Fig. 1: run 1, metal 1
Supply wires on this layer in gray.
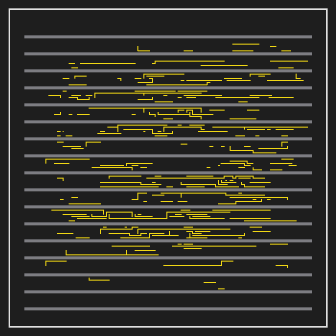
Fig. 2: run 1, zoomed window
Scale bar: 10 µm. Window x 10 to 40, y 10 to 40 µm. Cells in gray, sequential cells in the stronger gray; small squares are vias.
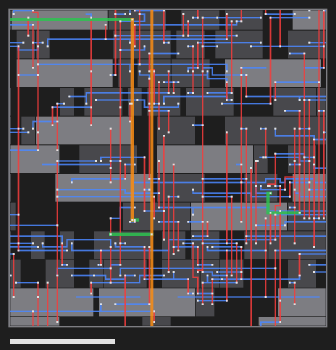
Fig. 3: run 1, port wiring
Scale bar: 20 µm.
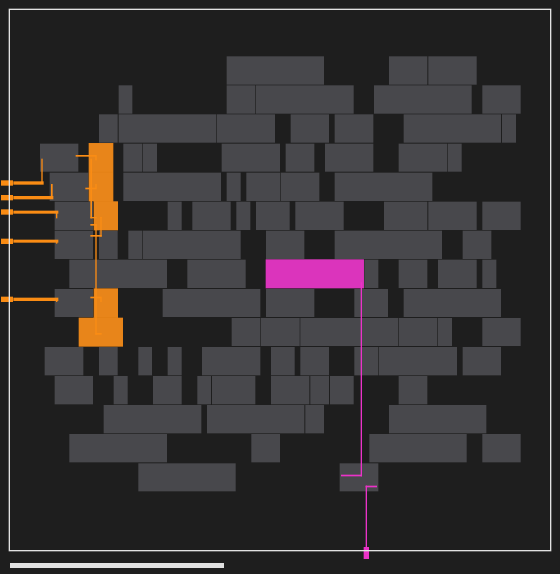
Fig. 4: run 1, clock routing
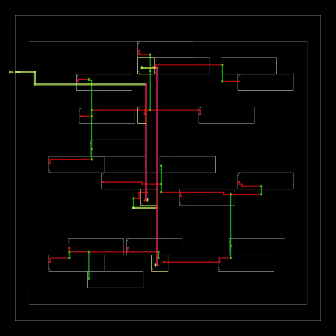
$ cat config.mk
export PLATFORM = sky130hd
export DESIGN_NAME = pwm_gen
export DESIGN_NICKNAME = d
export VERILOG_FILES = /design/src/rtl/pwm_gen_pkg.sv /design/src/rtl/pwm_wrap_det.sv /design/src/rtl/pwm_gen.sv
export SDC_FILE = /design/constraint.sdc
export NUM_CORES = 1
export LEC_CHECK = 0
export CAP_MARGIN = 10
export CORE_MARGIN = 2
export CORE_UTILIZATION = 45
export CTS_CLUSTER_SIZE = 30
export DETAILED_ROUTE_END_ITERATION = 8
export PLACE_DENSITY = 0.78
export SKIP_LAST_GASP = 1
export SLEW_MARGIN = 25
export SYNTH_ARGS = -nofsm -noshare
export SYNTH_HDL_FRONTEND = slang
export SYNTH_SLANG_ARGS = --single-unit
export TNS_END_PERCENT = 50
$ cat constraint.sdc
create_clock -name clk -period 4.6 [get_ports clk]
set_input_delay 1.15 -clock clk [delete_from_list [all_inputs] [get_ports clk]]
set_output_delay 1.15 -clock clk [all_outputs]
set_load 0.01 [all_outputs]
$ cat src/rtl/pwm_gen_pkg.sv
// pwm_gen_pkg: FSM state type and duty clamp helper shared by pwm_gen.
package pwm_gen_pkg;

    typedef enum logic [1:0] {IDLE, ARMED, RUN} pwm_state_e;

    // Requests above a full period saturate to 100%
    function automatic logic [31:0] clamp_duty(input logic [31:0] d, input int unsigned w);
        return (d > (32'd1 << w)) ? (32'd1 << w) : d;
    endfunction

endpackage

$ cat src/rtl/pwm_wrap_det.sv
// pwm_wrap_det: registers the upstream counter and flags a wrap whenever it steps backwards.
module pwm_wrap_det #(
    parameter int CNTR_WIDTH = 4
) (
    input  logic                  clk,
    input  logic                  rst,
    input  logic [CNTR_WIDTH-1:0] cntr,
    output logic                  wrap
);

    logic [CNTR_WIDTH-1:0] cntr_q;

    always_ff @(posedge clk or posedge rst)
        if (rst) cntr_q <= '0;
        else     cntr_q <= cntr;

    // Covers both natural rollover and an upstream counter reset
    assign wrap = cntr < cntr_q;

endmodule

$ cat src/rtl/pwm_gen.sv
// pwm_gen: PWM generator slaved to an upstream counter, duty updates applied at period boundaries.
// Define PWM_GEN_COMPL_EN to add the complementary output pwm_n_o.
module pwm_gen
    import pwm_gen_pkg::*;
#(
    parameter int CNTR_WIDTH = 4
) (
    input  logic                  clk,
    input  logic                  rst,
    input  logic [CNTR_WIDTH-1:0] cntr,
    input  logic                  en,
    input  logic [CNTR_WIDTH:0]   duty,
    input  logic                  duty_valid,
    output logic                  duty_ready,
    output logic                  pwm_o,
    output logic                  period_start_o
`ifdef PWM_GEN_COMPL_EN
    ,
    output logic                  pwm_n_o
`endif
);

    localparam int DW = CNTR_WIDTH + 1;

    pwm_state_e    state, state_n;
    logic          wrap, pend_vld, live, on_d, hit;
    logic [DW-1:0] pending, active_duty, eff_duty;

    pwm_wrap_det #(.CNTR_WIDTH(CNTR_WIDTH)) u_wrap (
        .clk  (clk),
        .rst  (rst),
        .cntr (cntr),
        .wrap (wrap)
    );

    assign duty_ready = !pend_vld;
    assign live       = state != IDLE;
    // A duty swapping in at this wrap already governs the first sample of the new period
    assign eff_duty   = (wrap && pend_vld) ? pending : active_duty;
    assign hit        = {1'b0, cntr} < eff_duty;
    assign on_d       = en && (state == RUN || (state == ARMED && wrap));

    always_ff @(posedge clk or posedge rst)
        if (rst) state <= IDLE;
        else     state <= state_n;

    always_comb begin
        state_n = !en                      ? IDLE  :
                  state == IDLE            ? ARMED :
                  (state == ARMED && wrap) ? RUN   : state;
    end

    always_ff @(posedge clk or posedge rst)
        if (rst) begin
            pending     <= '0;
            pend_vld    <= 1'b0;
            active_duty <= '0;
        end else if (live && wrap && pend_vld) begin
            active_duty <= pending;
            pend_vld    <= 1'b0;
        end else if (duty_valid && !pend_vld) begin
            pending  <= DW'(clamp_duty(32'(duty), CNTR_WIDTH));
            pend_vld <= 1'b1;
        end

    always_ff @(posedge clk or posedge rst)
        if (rst) begin
            pwm_o          <= 1'b0;
            period_start_o <= 1'b0;
        end else begin
            pwm_o          <= on_d && hit;
            period_start_o <= live && wrap;
        end

`ifdef PWM_GEN_COMPL_EN
    always_ff @(posedge clk or posedge rst)
        if (rst) pwm_n_o <= 1'b0;
        else     pwm_n_o <= on_d && !hit;
`endif

endmodule

==> impl_metrics.ini, run 1 <==
; physical design summary
[detailed_routing]
num_vias = 652
first_iter_violations = 2
totalWireLength_um = 1600
wire_per_inst_um = 12.9
viasPerCell = 5.26
first_pass_iters = 7
drc = 0
drtAntennaViolNets = 0

[place]
place.port_buffers = 15
gp_congestion = 0.783
dp_hpwl_um = 1270

[final_layout]
diodes = 0
mostFrequentLayoutCell = dfrtp_1
layout-drive-gt1-share = 0.134
layout.nets = 117
post-route-util = 0.589
area_growth_pct = 21.1
mostFrequentLayoutCells = dfrtp_1, clkdlybuf4s50_1, inv_1
fillers = 184

[critical_path]
cp_top_family = AND-OR/OR-AND gates
reg2reg_depth = 10
cp-end-kind = flop
critPathBufInv = 1
rrSetupSlack_ns = 1.94
crit_required_ns = 4.83
slowest_stage = clkdlybuf4s50_1
critPathKind = input pin to flop
max_stage_delay_ns = 0.45
start_kind = input pin
worstPathCellList = clkdlybuf4s50_1, ha_1, or3b_4, a211o_1, mux2i_1, ha_1, a211o_2, o221ai_1, mux2i_1, o22ai_1
regToRegEndpoint = pwm_o$_DFF_PP0_
cp.arrival_ns = 3.86
path_max_fanout = 5
worstReg2RegStart = u_wrap.cntr_q[1]$_DFF_PP0_

[clocking]
cts_tree = built
cts.path.max_buffers = 2
htree_levels = 1
cts_resized = 0
post_cts_buffers = 0
path_clk_slew_ns = 0.11
hold_buffers = 0
cts.root.buffer_cell = clkbuf_4

[logic_synthesis]
xor_share = 0
yosys_warnings = 0
synth.comb.largest_family = AND-OR/OR-AND gates
ys_seq_elements = 19
synth-adder-area-share = 0.0770
synth_nets = 98
yosys-stat-cells = 79
syn_area_um2 = 975
ys_area_um2 = 975
ys_sh_mux = 0.135
syn_area_per_cell_um2 = 12.3
postSynthSeqShare = 0.488
yosys.area_share.aoi = 0.172
netlist_instances = 79
ys_types = 26
simple_gate_share = 0.0924

[die]
io_pins = 16
core-area_um2 = 2000
initial_utilization = 0.487
die_w_um = 50.5
die_y_um = 50.5
die_area_um2 = 2550
rows = 16

[power]
seqPwrFrac = 0.474
p_clk_frac = 0.166
power_switching_uw = 162
power_frac_comb = 0.359
p_int_uw = 354
p_sw_frac = 0.314
p_per_area_nw_per_um2 = 437
irDropWorstVdd_uv = 286
p_leak_uw = 0.000563

[final_timing]
rsz0062_at_grt = no
fmax_mhz = 275
hold_viol = 0
slew_headroom = 0.530
fin_tns_setup_ns = 0
finalClockPeriodUsage = 0.790
slew_viol_final = 0
setup-violations-final = 0
post-route-min-period_ns = 3.63
tightest_slew_ns = 0.704

[global_routing]
antenna_found_initial = 0
overflow = 0
grt_pass1_wl_um = 2650
grt_max_degree = 20
grt_pass1_vias = 611
grt_use_total = 0.147

[run]
max_cap_viol_count = 0
warnings = 26

[min_path]
holdCritPathClass = flop to flop
hold_path_depth = 2
min_to = pending[0]$_DFFE_PP0P_
worstHoldStart = pending[0]$_DFFE_PP0P_

[run_status]
status = completed
Back to the opening pictures, Fig. 1:
nets with wire on the layer: 94
longest straight run: 17.9 µm
main direction: horizontal

Back to the opening pictures, Fig. 2:
[blue] met1
[orange] met4
[green] met3
[red] met2
sequential cells in the window: 10
cells with their middle in the window: 55
most frequent: dfrtp_1 (10), mux2i_1 (6), inv_1 (5)
netlist names of flops here include: pending (4), active_duty (3)

Back to the opening pictures, Fig. 3:
[magenta] pwm_o | bits: 1 | direction: output | end cells: 1 | buffers: 1 | wire: 26.4 µm
[orange] duty | bits: 5 | direction: input | end cells: 5 | buffers: 5 | wire: 46.3 µm

Back to the opening pictures, Fig. 4:
Layout Skew: 0.00603 ns
Num Clock Sinks: 19
clk ins delay skew pair: 0.30 ns
TritonCTS buffer count: 3

[run 1: cell type report]
| type | count | area [µm²] | area share |
|---|---|---|---|
| sequential | 19 | 475 | 0.403 |
| multi-input combinational | 51 | 464 | 0.393 |
| timing repair buffer | 15 | 150 | 0.127 |
| tap | 27 | 33.8 | 0.0286 |
| inverter | 8 | 30.0 | 0.0255 |
| clock buffer | 4 | 26.3 | 0.0223 |
[run 1: sequential cells by signal, summed over array words and instances, names as in the netlist]
signal / cells
active_duty: 5
pending: 5
u_wrap.cntr_q: 4
state: 2
pend_vld: 1
period_start_o: 1
pwm_o: 1
[run 1: stage by stage]
stage | instance area (µm²) | hold slack, ns | setup slack (ns) | power (µW) | std cells
4_1_cts | 1180 | 0.500 | 0.943 | 521 | 124
3_3_place_gp | 1150 | 0.464 | 0.731 | 429 | 120
6_report | 1180 | 0.492 | 0.968 | 516 | 124
5_1_grt | 1180 | 0.545 | 0.887 | 551 | 124
2_1_floorplan | 975 | 0.450 | 1.26 | 382 | 79
3_5_place_dp | 1150 | 0.477 | 0.623 | 436 | 120
[run 1: metal layers]
| layer | track usage | wire [µm] |
|---|---|---|
| met1 | 0.170 | 729 |
| met5 | 0 | 0 |
| met3 | 0.0298 | 93 |
| met4 | 0.108 | 51 |
| met2 | 0.241 | 721 |
[run 1: worst max-delay path by stage]
stage | end | cells past startpoint | startpoint
3_5_place_dp | pwm_o$_DFF_PP0_ | 10 | cntr[1]
5_1_grt | pwm_o$_DFF_PP0_ | 10 | cntr[1]
6_report | pwm_o$_DFF_PP0_ | 10 | cntr[1]
4_1_cts | pwm_o$_DFF_PP0_ | 10 | cntr[1]
2_1_floorplan | pwm_o$_DFF_PP0_ | 10 | cntr[1]
3_3_place_gp | pwm_o$_DFF_PP0_ | 10 | cntr[1]
[run 1: cell usage after synthesis]
| library cell | number | share of area |
|---|---|---|
| dfrtp_1 | 19 | 0.49 |
| inv_1 | 8 | 0.031 |
| ha_1 | 6 | 0.077 |
| mux2i_1 | 6 | 0.062 |
| nand2_1 | 5 | 0.019 |
| o21ai_0 | 5 | 0.026 |
| mux2_4 | 4 | 0.062 |
| nand2b_1 | 4 | 0.026 |
| o21a_1 | 3 | 0.023 |
| nor2b_1 | 2 | 0.013 |
| o221ai_1 | 2 | 0.018 |
| a2111oi_4 | 1 | 0.028 |
| a211o_1 | 1 | 0.0090 |
| a211o_2 | 1 | 0.010 |
| a211oi_1 | 1 | 0.0077 |
| a211oi_4 | 1 | 0.021 |
| a21o_1 | 1 | 0.0077 |
| buf_2 | 1 | 0.0051 |
| mux2_2 | 1 | 0.012 |
| nand2_4 | 1 | 0.012 |
| nor2_1 | 1 | 0.0038 |
| nor3b_1 | 1 | 0.0077 |
| o211a_1 | 1 | 0.010 |
| o21ai_1 | 1 | 0.0051 |
| o22ai_1 | 1 | 0.0064 |
| or3b_4 | 1 | 0.012 |
[run 1: power by group through the flow]
stage	sequential [µW]	combinational (µW)	clock, µW
global route	251	204	96.8
global placement	247	182	0
CTS	245	188	88.0
floorplan	241	141	0
finish	245	185	85.8
detailed placement	249	188	0
==> run 2, diff against run 1 <==
==> constraint.sdc (replaced) <==
create_clock -name clk -period 3.5 [get_ports clk]
set_input_delay 0.875 -clock clk [delete_from_list [all_inputs] [get_ports clk]]
set_output_delay 0.875 -clock clk [all_outputs]
set_load 0.01 [all_outputs]
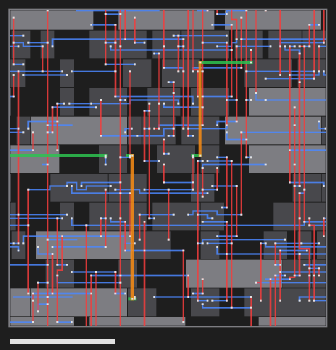
Fig. 5. Zoomed window (run 2).
Scale bar: 10 µm. Window x 10 to 40, y 10 to 40 µm. Cells in gray, sequential cells in the stronger gray; small squares are vias.
[red] met2
[green] met3
[orange] met4
[blue] met1
most frequent: dfrtp_1 (11), mux2i_1 (6), nand2_1 (5)
cells with their middle in the window: 57
sequential cells in the window: 11
netlist names of flops here include: active_duty (3), u_wrap.cntr_q (3), pending (2)

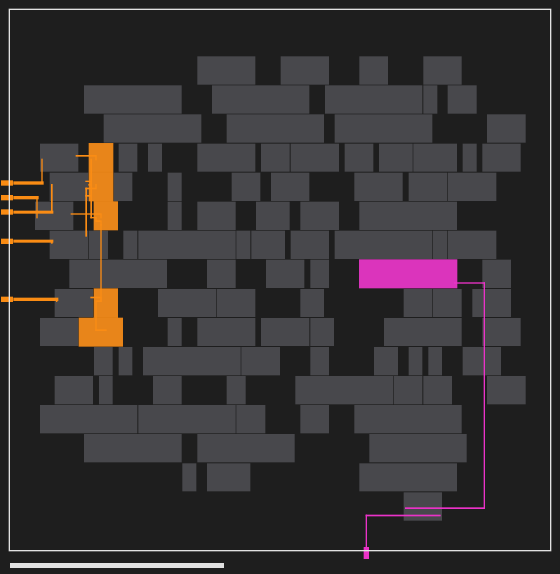
Fig. 6. Port wiring (run 2).
Scale bar: 20 µm.
[magenta] pwm_o | bits: 1 | direction: output | end cells: 1 | buffers: 1 | wire: 41.0 µm
[orange] duty | bits: 5 | direction: input | end cells: 5 | buffers: 5 | wire: 54.2 µm
I/O pin cnt: 16
Port Buffers: 15

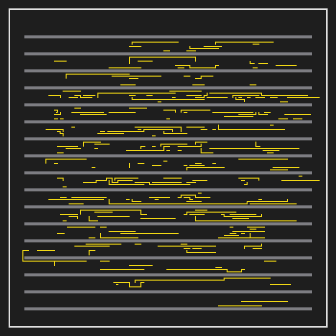
Fig. 7. Metal 1 (run 2).
Supply wires on this layer in gray.
nets with wire on the layer: 107
main direction: horizontal
share of all routed wire: 44%
wire length on this layer: 746 µm
GR Util met1: 0.175
routed wire length: 1680 µm
Vias: 644

==> run 2 against run 1 <==
Effect of this change:
- flip-flop count stayed put
- critical path type unchanged
- utilization is 1.9 points higher
- clock power is 27% higher
- global-route usage is 0.93 points higher
- largest cell class unchanged
==> impl_metrics.ini, run 2 <==
; physical design summary
[run_status]
status = completed

[logic_synthesis]
synth-edff-count = 0
synth-adder-area-share = 0.0770
syn_area_um2 = 975
syn_area_per_cell_um2 = 12.3
yosys-stat-cells = 79
yosysMostFrequentCell = dfrtp_1
yosys.area_share.aoi = 0.172
ys_sh_mux = 0.135
synth_top_cell_by_area = dfrtp_1
ys_area_um2 = 975
ys_seq_elements = 19
netlist_instances = 79
ys_types = 26
xor_share = 0
synthTopCellsByCount = dfrtp_1, inv_1, ha_1, mux2i_1
synth.comb.largest_family = AND-OR/OR-AND gates
simple_gate_share = 0.0924

[clocking]
path_clk_slew_ns = 0.11
cts.sinks = 19
cts.root.buffer_cell = clkbuf_4
cts.path.max_buffers = 2
htree_levels = 1
clk_latency_ns = 0.29

[critical_path]
worstPathCellList = clkdlybuf4s50_1, ha_1, or3b_4, a211o_1, mux2i_1, ha_1, a211o_2, o221ai_1, mux2i_1, o22ai_1
crit_required_ns = 3.72
cp-end-kind = flop
start_kind = input pin
path_max_fanout = 3
max_stage_delay_ns = 0.43
cp.arrival_ns = 3.42
slowest_stage = clkdlybuf4s50_1

[final_layout]
reg_top3 = active_duty: 5 flops, pending: 5 flops, u_wrap.cntr_q: 4 flops
mostFrequentLayoutCells = dfrtp_1, clkdlybuf4s50_1, inv_1
mostFrequentLayoutCell = dfrtp_1
layout-drive-gt1-share = 0.186
area_growth_pct = 25.0
diodes = 0
comb_area_um2 = 464
regArea_um2 = 475
fillers = 181
layout.nets = 122

[global_routing]
grt_pass1_vias = 703
antenna_found_initial = 0
grt_pass1_wl_um = 2930
grt_use_total = 0.157

[final_timing]
setup-violations-final = 0
fmax_mhz = 313
finClkSkew_ns = 0.00807
slew_headroom = 0.535
finalClockPeriodUsage = 0.913
hold_viol = 0
fin_tns_setup_ns = 0
finalHoldWorstSlack_ns = 0.497
tightest_slew_ns = 0.697

[power]
power.total_uw = 685
irDropWorstVdd_uv = 434
p_per_area_nw_per_um2 = 562

[detailed_routing]
viasPerCell = 4.99
wl_met3_um = 65
wire_per_inst_um = 13.0
first_pass_iters = 3
drc = 0
first_iter_violations = 7
wl_met2_um = 829
wl_met1_um = 746

[place]
dp_hpwl_um = 1340
gp_congestion = 0.776

[run]
max_cap_viol_count = 0

[die]
die_area_um2 = 2550
die_y_um = 50.5
initial_utilization = 0.487
[run 2: per-layer routing]
layer	vias to the layer above	track usage
met5	-	0
met4	0	0.0856
met3	6	0.0327
li1	323	-
met1	297	0.175
met2	18	0.276
[run 2: cell type report]
| type | instances | area share |
|---|---|---|
| flip-flops and latches | 19 | 0.390 |
| clock buffers | 3 | 0.0185 |
| multi-input cells | 51 | 0.381 |
| inverters | 8 | 0.0246 |
| repair buffers | 20 | 0.154 |
| clock inverters | 1 | 0.00411 |
| well taps | 27 | 0.0277 |
[run 2: logic make-up after synthesis]
logic type,count (synthesis)
DFF,19
and+or+nand+nor,15
AOI/OAI and AO/OA,19
adders and majority gates,6
muxes,11
buffers and inverters,9
[run 2: critical path: cells and delay by family]
family | cells | cell delay (ns)
AOI/OAI and AO/OA | 4 | 0.97
muxes | 2 | 0.27
and+or+nand+nor | 1 | 0.37
adders and majority gates | 2 | 0.49
buffers and inverters | 1 | 0.43
[run 2: per-stage QoR]
step | util | cells | area (µm²) | setup slack, ns
after floorplan | - | 79 | 975 | 0.434
after global placement | 0.595 | 125 | 1190 | 0.0945
after detailed placement | 0.595 | 125 | 1190 | -0.0293
after CTS | 0.609 | 129 | 1220 | 0.281
after global routing | 0.609 | 129 | 1220 | 0.163
final | 0.609 | 129 | 1220 | 0.305
[run 2: final timing paths]
kind / start / to / slack, ns / cells after the start
worst max-delay path: cntr[1] / pwm_o$_DFF_PP0_ / 0.31 / 10
worst min-delay path: pending[0]$_DFFE_PP0P_ / pending[0]$_DFFE_PP0P_ / 0.50 / 2
worst max register to register: u_wrap.cntr_q[1]$_DFF_PP0_ / pwm_o$_DFF_PP0_ / 0.98 / 10
worst min register to register: pending[0]$_DFFE_PP0P_ / pending[0]$_DFFE_PP0P_ / 0.50 / 2
max in group asynchronous: rst / state[0]$_DFFE_PP0P_ / 2.08 / 2
min in group asynchronous: rst / pending[0]$_DFFE_PP0P_ / 0.97 / 2
[run 2: power breakdown]
| group | switching, µW | internal, µW |
|---|---|---|
| clock | 66.2 | 42.5 |
| combinational | 108 | 146 |
| sequential | 41.2 | 281 |
Power figures rest on the tool's default switching activity, not on a simulated workload.
